**src/rtl/fetch_sequencer_if.sv**
```systemverilog
// Bus bundle between fetch_sequencer, programMem and the datapath.
//   master : the fetch sequencer (drives address, IR, status)
//   slave  : programMem / datapath side (drives instruction word, exec handshake)
interface fetch_sequencer_if #(
  parameter int DATAWIDTH_BUS = 32,
  parameter int COUNT_WIDTH   = 16
);
  logic [DATAWIDTH_BUS-1:0] BusDirecciones;
  logic [DATAWIDTH_BUS-1:0] BusDatos;
  logic                     FetchSeq_Start_In;
  logic [DATAWIDTH_BUS-1:0] FetchSeq_IR_Out;
  logic [DATAWIDTH_BUS-1:0] FetchSeq_IRPC_Out;
  logic                     FetchSeq_IRValid_Out;
  logic                     FetchSeq_ExecDone_In;
  logic                     FetchSeq_BranchTaken_In;
  logic [DATAWIDTH_BUS-1:0] FetchSeq_BranchTarget_In;
  logic                     FetchSeq_Annul_In;
  logic                     FetchSeq_Halted_Out;
  logic [COUNT_WIDTH-1:0]   FetchSeq_InstrCount_Out;

  modport master (
    output BusDirecciones, FetchSeq_IR_Out, FetchSeq_IRPC_Out,
           FetchSeq_IRValid_Out, FetchSeq_Halted_Out, FetchSeq_InstrCount_Out,
    input  BusDatos, FetchSeq_Start_In, FetchSeq_ExecDone_In,
           FetchSeq_BranchTaken_In, FetchSeq_BranchTarget_In, FetchSeq_Annul_In
  );

  modport slave (
    input  BusDirecciones, FetchSeq_IR_Out, FetchSeq_IRPC_Out,
           FetchSeq_IRValid_Out, FetchSeq_Halted_Out, FetchSeq_InstrCount_Out,
    output BusDatos, FetchSeq_Start_In, FetchSeq_ExecDone_In,
           FetchSeq_BranchTaken_In, FetchSeq_BranchTarget_In, FetchSeq_Annul_In
  );
endinterface

```
**src/rtl/fetch_sequencer.sv**
```systemverilog
// Instruction-fetch controller for uDataPath.
// Keeps PC/nPC with delayed-branch semantics, presents PC on BusDirecciones,
// captures the combinational ROM word into IR and hands it to the datapath
// with an IRValid/ExecDone handshake. Fetching an all-zero word halts.
// Ports:
//   CLOCK_50    : system clock, rising edge
//   RESET_InLow : asynchronous active-low reset
//   fetchBus    : master side of fetch_sequencer_if (address, IR, handshake,
//                 branch resolution inputs, halted flag, retired count)
module fetch_sequencer #(
  parameter int                       DATAWIDTH_BUS = 32,
  parameter logic [DATAWIDTH_BUS-1:0] RESET_PC      = 32'h0000_0800,
  parameter int                       COUNT_WIDTH   = 16
) (
  input  logic               CLOCK_50,
  input  logic               RESET_InLow,
  fetch_sequencer_if.master  fetchBus
);

  localparam logic [DATAWIDTH_BUS-1:0] ONE       = DATAWIDTH_BUS'(1);
  localparam logic [DATAWIDTH_BUS-1:0] TWO       = DATAWIDTH_BUS'(2);
  localparam logic [DATAWIDTH_BUS-1:0] RESET_NPC = RESET_PC + ONE;

  typedef enum logic [1:0] {IDLE, FETCH, ISSUE, HALT} state_t;

  state_t                   state, stateNext;
  logic [DATAWIDTH_BUS-1:0] pc, pcNext;
  logic [DATAWIDTH_BUS-1:0] nPc, nPcNext;
  logic [DATAWIDTH_BUS-1:0] ir, irNext;
  logic [DATAWIDTH_BUS-1:0] irPc, irPcNext;
  logic                     irValid, irValidNext;
  logic                     halted, haltedNext;
  logic [COUNT_WIDTH-1:0]   instrCount, instrCountNext;

  // Everything architectural lives in one register bank; the address bus is
  // taken straight from pc so there is no input-to-address combinational path.
  always_ff @(posedge CLOCK_50 or negedge RESET_InLow) begin
    if (!RESET_InLow) begin
      state      <= IDLE;
      pc         <= RESET_PC;
      nPc        <= RESET_NPC;
      ir         <= '0;
      irPc       <= '0;
      irValid    <= 1'b0;
      halted     <= 1'b0;
      instrCount <= '0;
    end else begin
      state      <= stateNext;
      pc         <= pcNext;
      nPc        <= nPcNext;
      ir         <= irNext;
      irPc       <= irPcNext;
      irValid    <= irValidNext;
      halted     <= haltedNext;
      instrCount <= instrCountNext;
    end
  end

  always_comb begin
    stateNext      = state;
    pcNext         = pc;
    nPcNext        = nPc;
    irNext         = ir;
    irPcNext       = irPc;
    irValidNext    = irValid;
    haltedNext     = halted;
    instrCountNext = instrCount;

    case (state)
      IDLE: begin
        if (fetchBus.FetchSeq_Start_In) stateNext = FETCH;
      end

      // ROM is combinational: the word for pc is already on BusDatos.
      FETCH: begin
        irNext   = fetchBus.BusDatos;
        irPcNext = pc;
        if (fetchBus.BusDatos == '0) begin
          stateNext  = HALT;
          haltedNext = 1'b1;
        end else begin
          stateNext   = ISSUE;
          irValidNext = 1'b1;
        end
      end

      ISSUE: begin
        if (fetchBus.FetchSeq_ExecDone_In) begin
          stateNext   = FETCH;
          irValidNext = 1'b0;
          if (instrCount != '1) instrCountNext = instrCount + COUNT_WIDTH'(1);
          // Delayed branch: without annul the slot at nPc still runs before
          // the target; annul skips that slot.
          case ({fetchBus.FetchSeq_BranchTaken_In, fetchBus.FetchSeq_Annul_In})
            2'b10: begin
              pcNext  = nPc;
              nPcNext = fetchBus.FetchSeq_BranchTarget_In;
            end
            2'b11: begin
              pcNext  = fetchBus.FetchSeq_BranchTarget_In;
              nPcNext = fetchBus.FetchSeq_BranchTarget_In + ONE;
            end
            2'b01: begin
              pcNext  = nPc + ONE;
              nPcNext = nPc + TWO;
            end
            default: begin
              pcNext  = nPc;
              nPcNext = nPc + ONE;
            end
          endcase
        end
      end

      HALT: begin
        // absorbing; only reset leaves
      end

      default: stateNext = IDLE;
    endcase
  end

  assign fetchBus.BusDirecciones          = pc;
  assign fetchBus.FetchSeq_IR_Out         = ir;
  assign fetchBus.FetchSeq_IRPC_Out       = irPc;
  assign fetchBus.FetchSeq_IRValid_Out    = irValid;
  assign fetchBus.FetchSeq_Halted_Out     = halted;
  assign fetchBus.FetchSeq_InstrCount_Out = instrCount;

endmodule
```
**src/flat_wrapper.sv**
```systemverilog
// flat-port wrapper written by rule: the top's interface ports become plain ports
module fetch_sequencer_flat 
#(
  parameter int                       DATAWIDTH_BUS = 32,
  parameter logic [DATAWIDTH_BUS-1:0] RESET_PC      = 32'h0000_0800,
  parameter int                       COUNT_WIDTH   = 16
)
  (CLOCK_50, RESET_InLow, fetchBus_BusDirecciones, fetchBus_FetchSeq_IR_Out, fetchBus_FetchSeq_IRPC_Out, fetchBus_FetchSeq_IRValid_Out, fetchBus_FetchSeq_Halted_Out, fetchBus_FetchSeq_InstrCount_Out, fetchBus_BusDatos, fetchBus_FetchSeq_Start_In, fetchBus_FetchSeq_ExecDone_In, fetchBus_FetchSeq_BranchTaken_In, fetchBus_FetchSeq_BranchTarget_In, fetchBus_FetchSeq_Annul_In);
  fetch_sequencer_if #(.DATAWIDTH_BUS(DATAWIDTH_BUS), .COUNT_WIDTH(COUNT_WIDTH)) fetchBus_i ();
  input  logic CLOCK_50;
  input  logic RESET_InLow;
  output wire logic [$bits(fetchBus_i.BusDirecciones)-1:0] fetchBus_BusDirecciones;
  output wire logic [$bits(fetchBus_i.FetchSeq_IR_Out)-1:0] fetchBus_FetchSeq_IR_Out;
  output wire logic [$bits(fetchBus_i.FetchSeq_IRPC_Out)-1:0] fetchBus_FetchSeq_IRPC_Out;
  output wire logic [$bits(fetchBus_i.FetchSeq_IRValid_Out)-1:0] fetchBus_FetchSeq_IRValid_Out;
  output wire logic [$bits(fetchBus_i.FetchSeq_Halted_Out)-1:0] fetchBus_FetchSeq_Halted_Out;
  output wire logic [$bits(fetchBus_i.FetchSeq_InstrCount_Out)-1:0] fetchBus_FetchSeq_InstrCount_Out;
  input wire logic [$bits(fetchBus_i.BusDatos)-1:0] fetchBus_BusDatos;
  input wire logic [$bits(fetchBus_i.FetchSeq_Start_In)-1:0] fetchBus_FetchSeq_Start_In;
  input wire logic [$bits(fetchBus_i.FetchSeq_ExecDone_In)-1:0] fetchBus_FetchSeq_ExecDone_In;
  input wire logic [$bits(fetchBus_i.FetchSeq_BranchTaken_In)-1:0] fetchBus_FetchSeq_BranchTaken_In;
  input wire logic [$bits(fetchBus_i.FetchSeq_BranchTarget_In)-1:0] fetchBus_FetchSeq_BranchTarget_In;
  input wire logic [$bits(fetchBus_i.FetchSeq_Annul_In)-1:0] fetchBus_FetchSeq_Annul_In;
  assign fetchBus_BusDirecciones = fetchBus_i.BusDirecciones;
  assign fetchBus_FetchSeq_IR_Out = fetchBus_i.FetchSeq_IR_Out;
  assign fetchBus_FetchSeq_IRPC_Out = fetchBus_i.FetchSeq_IRPC_Out;
  assign fetchBus_FetchSeq_IRValid_Out = fetchBus_i.FetchSeq_IRValid_Out;
  assign fetchBus_FetchSeq_Halted_Out = fetchBus_i.FetchSeq_Halted_Out;
  assign fetchBus_FetchSeq_InstrCount_Out = fetchBus_i.FetchSeq_InstrCount_Out;
  assign fetchBus_i.BusDatos = fetchBus_BusDatos;
  assign fetchBus_i.FetchSeq_Start_In = fetchBus_FetchSeq_Start_In;
  assign fetchBus_i.FetchSeq_ExecDone_In = fetchBus_FetchSeq_ExecDone_In;
  assign fetchBus_i.FetchSeq_BranchTaken_In = fetchBus_FetchSeq_BranchTaken_In;
  assign fetchBus_i.FetchSeq_BranchTarget_In = fetchBus_FetchSeq_BranchTarget_In;
  assign fetchBus_i.FetchSeq_Annul_In = fetchBus_FetchSeq_Annul_In;
  fetch_sequencer #(.DATAWIDTH_BUS(DATAWIDTH_BUS), .RESET_PC(RESET_PC), .COUNT_WIDTH(COUNT_WIDTH)) u_core (.CLOCK_50(CLOCK_50), .RESET_InLow(RESET_InLow), .fetchBus(fetchBus_i));
endmodule
```
**config.mk**
```make
export PLATFORM = sky130hd
export DESIGN_NAME = fetch_sequencer_flat
export DESIGN_NICKNAME = d
export VERILOG_FILES = /design/src/rtl/fetch_sequencer_if.sv /design/src/rtl/fetch_sequencer.sv /design/src/flat_wrapper.sv
export SDC_FILE = /design/constraint.sdc
export NUM_CORES = 1
export LEC_CHECK = 0
export ABC_AREA = 1
export CAP_MARGIN = 10
export CORE_AREA = 8 8 150 152
export CTS_BUF_LIST = sky130_fd_sc_hd__clkbuf_8 sky130_fd_sc_hd__clkbuf_16
export CTS_CLUSTER_SIZE = 16
export DETAILED_ROUTE_END_ITERATION = 10
export DIE_AREA = 0 0 158 160
export PLACE_DENSITY = 0.79
export SLEW_MARGIN = 20
export SYNTH_ARGS = -nofsm -noshare
export SYNTH_HDL_FRONTEND = slang
export SYNTH_SLANG_ARGS = --single-unit
```
**constraint.sdc**
```tcl
create_clock -name CLOCK_50 -period 1.8 [get_ports CLOCK_50]
set_clock_uncertainty 0.1 [all_clocks]
set_input_delay 0.18 -clock CLOCK_50 [delete_from_list [all_inputs] [get_ports CLOCK_50]]
set_output_delay 0.18 -clock CLOCK_50 [all_outputs]
set_load 0.005 [all_outputs]
```
==> results.toml, run 1 <==
# flow metrics
[yosys]
synthesis.instances = 1386
syn_avg_cell_area_um2 = 6.81
synth-async-reset-ratio_pct = 100
synth.yosys.num_cells = 1386
yosys.area_share.xor_xnor_pct = 2.60
netlist-cell-type-count = 42

[global_route]
met2_usage_pct = 47.9
grt_pass1_wl_um = 59400

[floorplan]
initial_core_util_pct = 47.1
io_pins = 184
die_height_um = 160

[worst_setup_path]
slowest_stage = "sky130_fd_sc_hd__dfstp_2"
cp.depth = 12
worst_path_largest_cell_delay_ns = 0.57
path_cells = "ha_4, inv_4, nor2_4, nand2_2, nor2_4, nand2_1, nand2_1, nand2_2, o21ai_1, inv_1, nand2_1, nand2_1"

[status]
run_status = "finished, violations left"
violations = "setup timing"

[final_timing]
holdWs_ns = 0.193
worst_slack_ns = -0.178
grt_setup_unrepaired = "true"
max_freq_ghz = 0.506
setup_violation_total_in_the_final_timing_report = 40

[finish]
layout-area-overhead-vs-synth_pct = 56.6
buf_share_pct = 26.6
layout_top_cells_excl_fill_tap = "433 x sky130_fd_sc_hd__nand2_1, 218 x sky130_fd_sc_hd__buf_4, 181 x sky130_fd_sc_hd__clkdlybuf4s50_1"
final-clk-cell-share_pct = 4.39
post_route_cells_drive_above_1_share_pct = 26.0

[power]
p_comb_share_pct = 48.1
total_leakage_power_nw = 7.02
netSwitchingFraction_pct = 37.7
total_switching_power_mw = 7.25

[clock_tree]
cts-root-to-sink-buffers = 2
clock.latency.late_pin_ns = 0.44
cts_repair_resize_count = 56
clock_tree_from_tritoncts = "built"

[drt]
detail_route.drc_violations = 0
detail_route.first_pass.iterations = 6
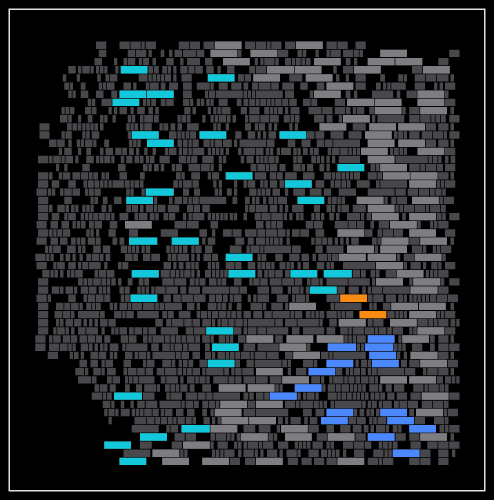
Figure 1: run 1, register map, names as in the netlist.
Drawn at 3 px/µm. Other sequential cells in the stronger gray, the rest of the logic in the fainter gray.
Key: `u_core.nPc` = cyan [placed flops 32]; `u_core.fetchBus.FetchSeq_InstrCount_Out` = blue [placed flops 16, where south-east]; `u_core.state` = orange [placed flops 2]
Another 98 sequential cells are not colored.
power attributed to sequential cells: 6.04 mW
Util after Layout: 73.8%
fraction of area in registers: 25.1%
Reg area: 3710 µm²

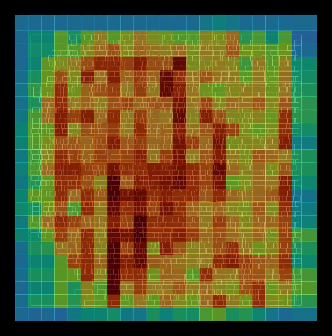
Figure 2: run 1, routing congestion.
busiest layer in global routing: met2
M1 GR Usage: 39.3%

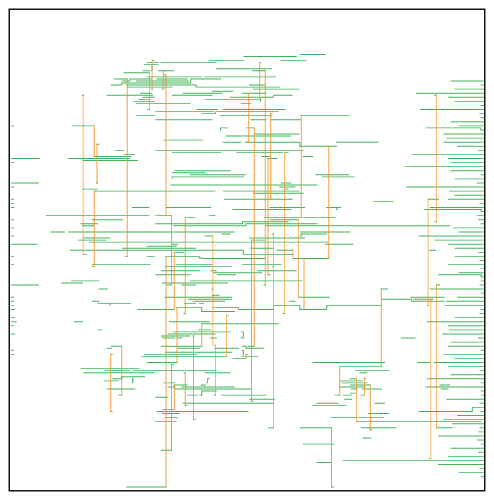
Figure 3: run 1, metal layers overlaid.
Drawn at 3 px/µm. Two of the layers only.
Key: met4 = orange [wire length 1390 µm]; met3 = green [wire length 4060 µm]
routed wire length per instance: 18.8 µm
DR vias: 11338

==> run 2: changes to the inputs <==
--- a/config.mk
+++ b/config.mk
@@ -13,6 +13,7 @@
 export DETAILED_ROUTE_END_ITERATION = 10
 export DIE_AREA = 0 0 158 160
 export PLACE_DENSITY = 0.79
+export RECOVER_POWER = 50
 export SLEW_MARGIN = 20
 export SYNTH_ARGS = -nofsm -noshare
 export SYNTH_HDL_FRONTEND = slang
==> run 2 against run 1 <==
  * The flow still finishes with violations (setup timing)
  * Clock-buffer cell count did not move
  * Flip-flop count is the same
  * Setup slack improved by 0.0032 ns
  * Die area stayed put
  * First-iteration DRC count up 3.2%
  * Critical path type unchanged
  * Largest cell class unchanged
==> results.toml, run 2 <==
# flow metrics
[yosys]
yosys.area_share.xor_xnor_pct = 2.60
synth.yosys.num_cells = 1386
post_synth_ao_oa_area_fraction_pct = 12.8
syn_avg_cell_area_um2 = 6.81
netlist-cell-type-count = 42
synth-async-reset-ratio_pct = 100
synthesis.instances = 1386

[finish]
final.clkbuf_count = 19
layout_top_cells_excl_fill_tap = "433 x sky130_fd_sc_hd__nand2_1, 214 x sky130_fd_sc_hd__buf_4, 174 x sky130_fd_sc_hd__clkdlybuf4s50_1"
post_route_cells_drive_above_1_share_pct = 25.8
final-clk-cell-share_pct = 4.40
seq-cell-share_pct = 25.2
buf_share_pct = 26.5
regArea_um2 = 3710
postLayoutCoreUtil_pct = 73.6

[final_timing]
worst_slack_ns = -0.175
setup_violation_total_in_the_final_timing_report = 39
grt_setup_unrepaired = "true"

[clock_tree]
cts-root-to-sink-buffers = 2
cts_repair_resize_count = 56
clock_tree_from_tritoncts = "built"
clock.latency.late_pin_ns = 0.44
cts.root.buffer_cell = "sky130_fd_sc_hd__clkbuf_16"

[global_route]
grt_pass1_wl_um = 59400
busiest_layer_in_global_routing = "met2"
met2_usage_pct = 47.9
globalRouteMet1Util_pct = 39.3

[power]
netSwitchingFraction_pct = 37.7
seq_cell_power_mw = 6.03
powerDensity_nw_per_um2 = 1300
p_comb_share_pct = 48.0
total_leakage_power_nw = 7.01

[drt]
detail_route.first_pass.iterations = 6
detail_route.drc_violations = 0

[worst_setup_path]
slowest_stage = "sky130_fd_sc_hd__dfstp_2"
worstSetupEndpoint = "u_core.fetchBus.BusDirecciones[16]"
worst_path_largest_cell_delay_ns = 0.57
cp.depth = 10

[status]
run_status = "finished, violations left"
violations = "setup timing"

[floorplan]
io_pins = 184
die_height_um = 160
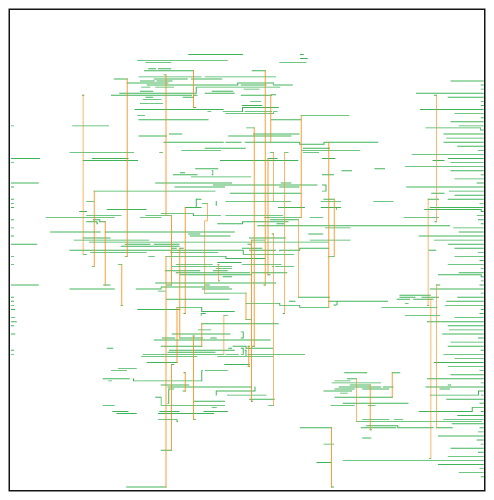
Figure 4: run 2, metal layers overlaid.
Drawn at 3 px/µm. Two of the layers only.
total global routing track utilization: 30.1%
routed wire length per instance: 18.8 µm
detailed-route wire length: 38800 µm
DR vias: 11363

Power is estimated from default activity; no workload was simulated.
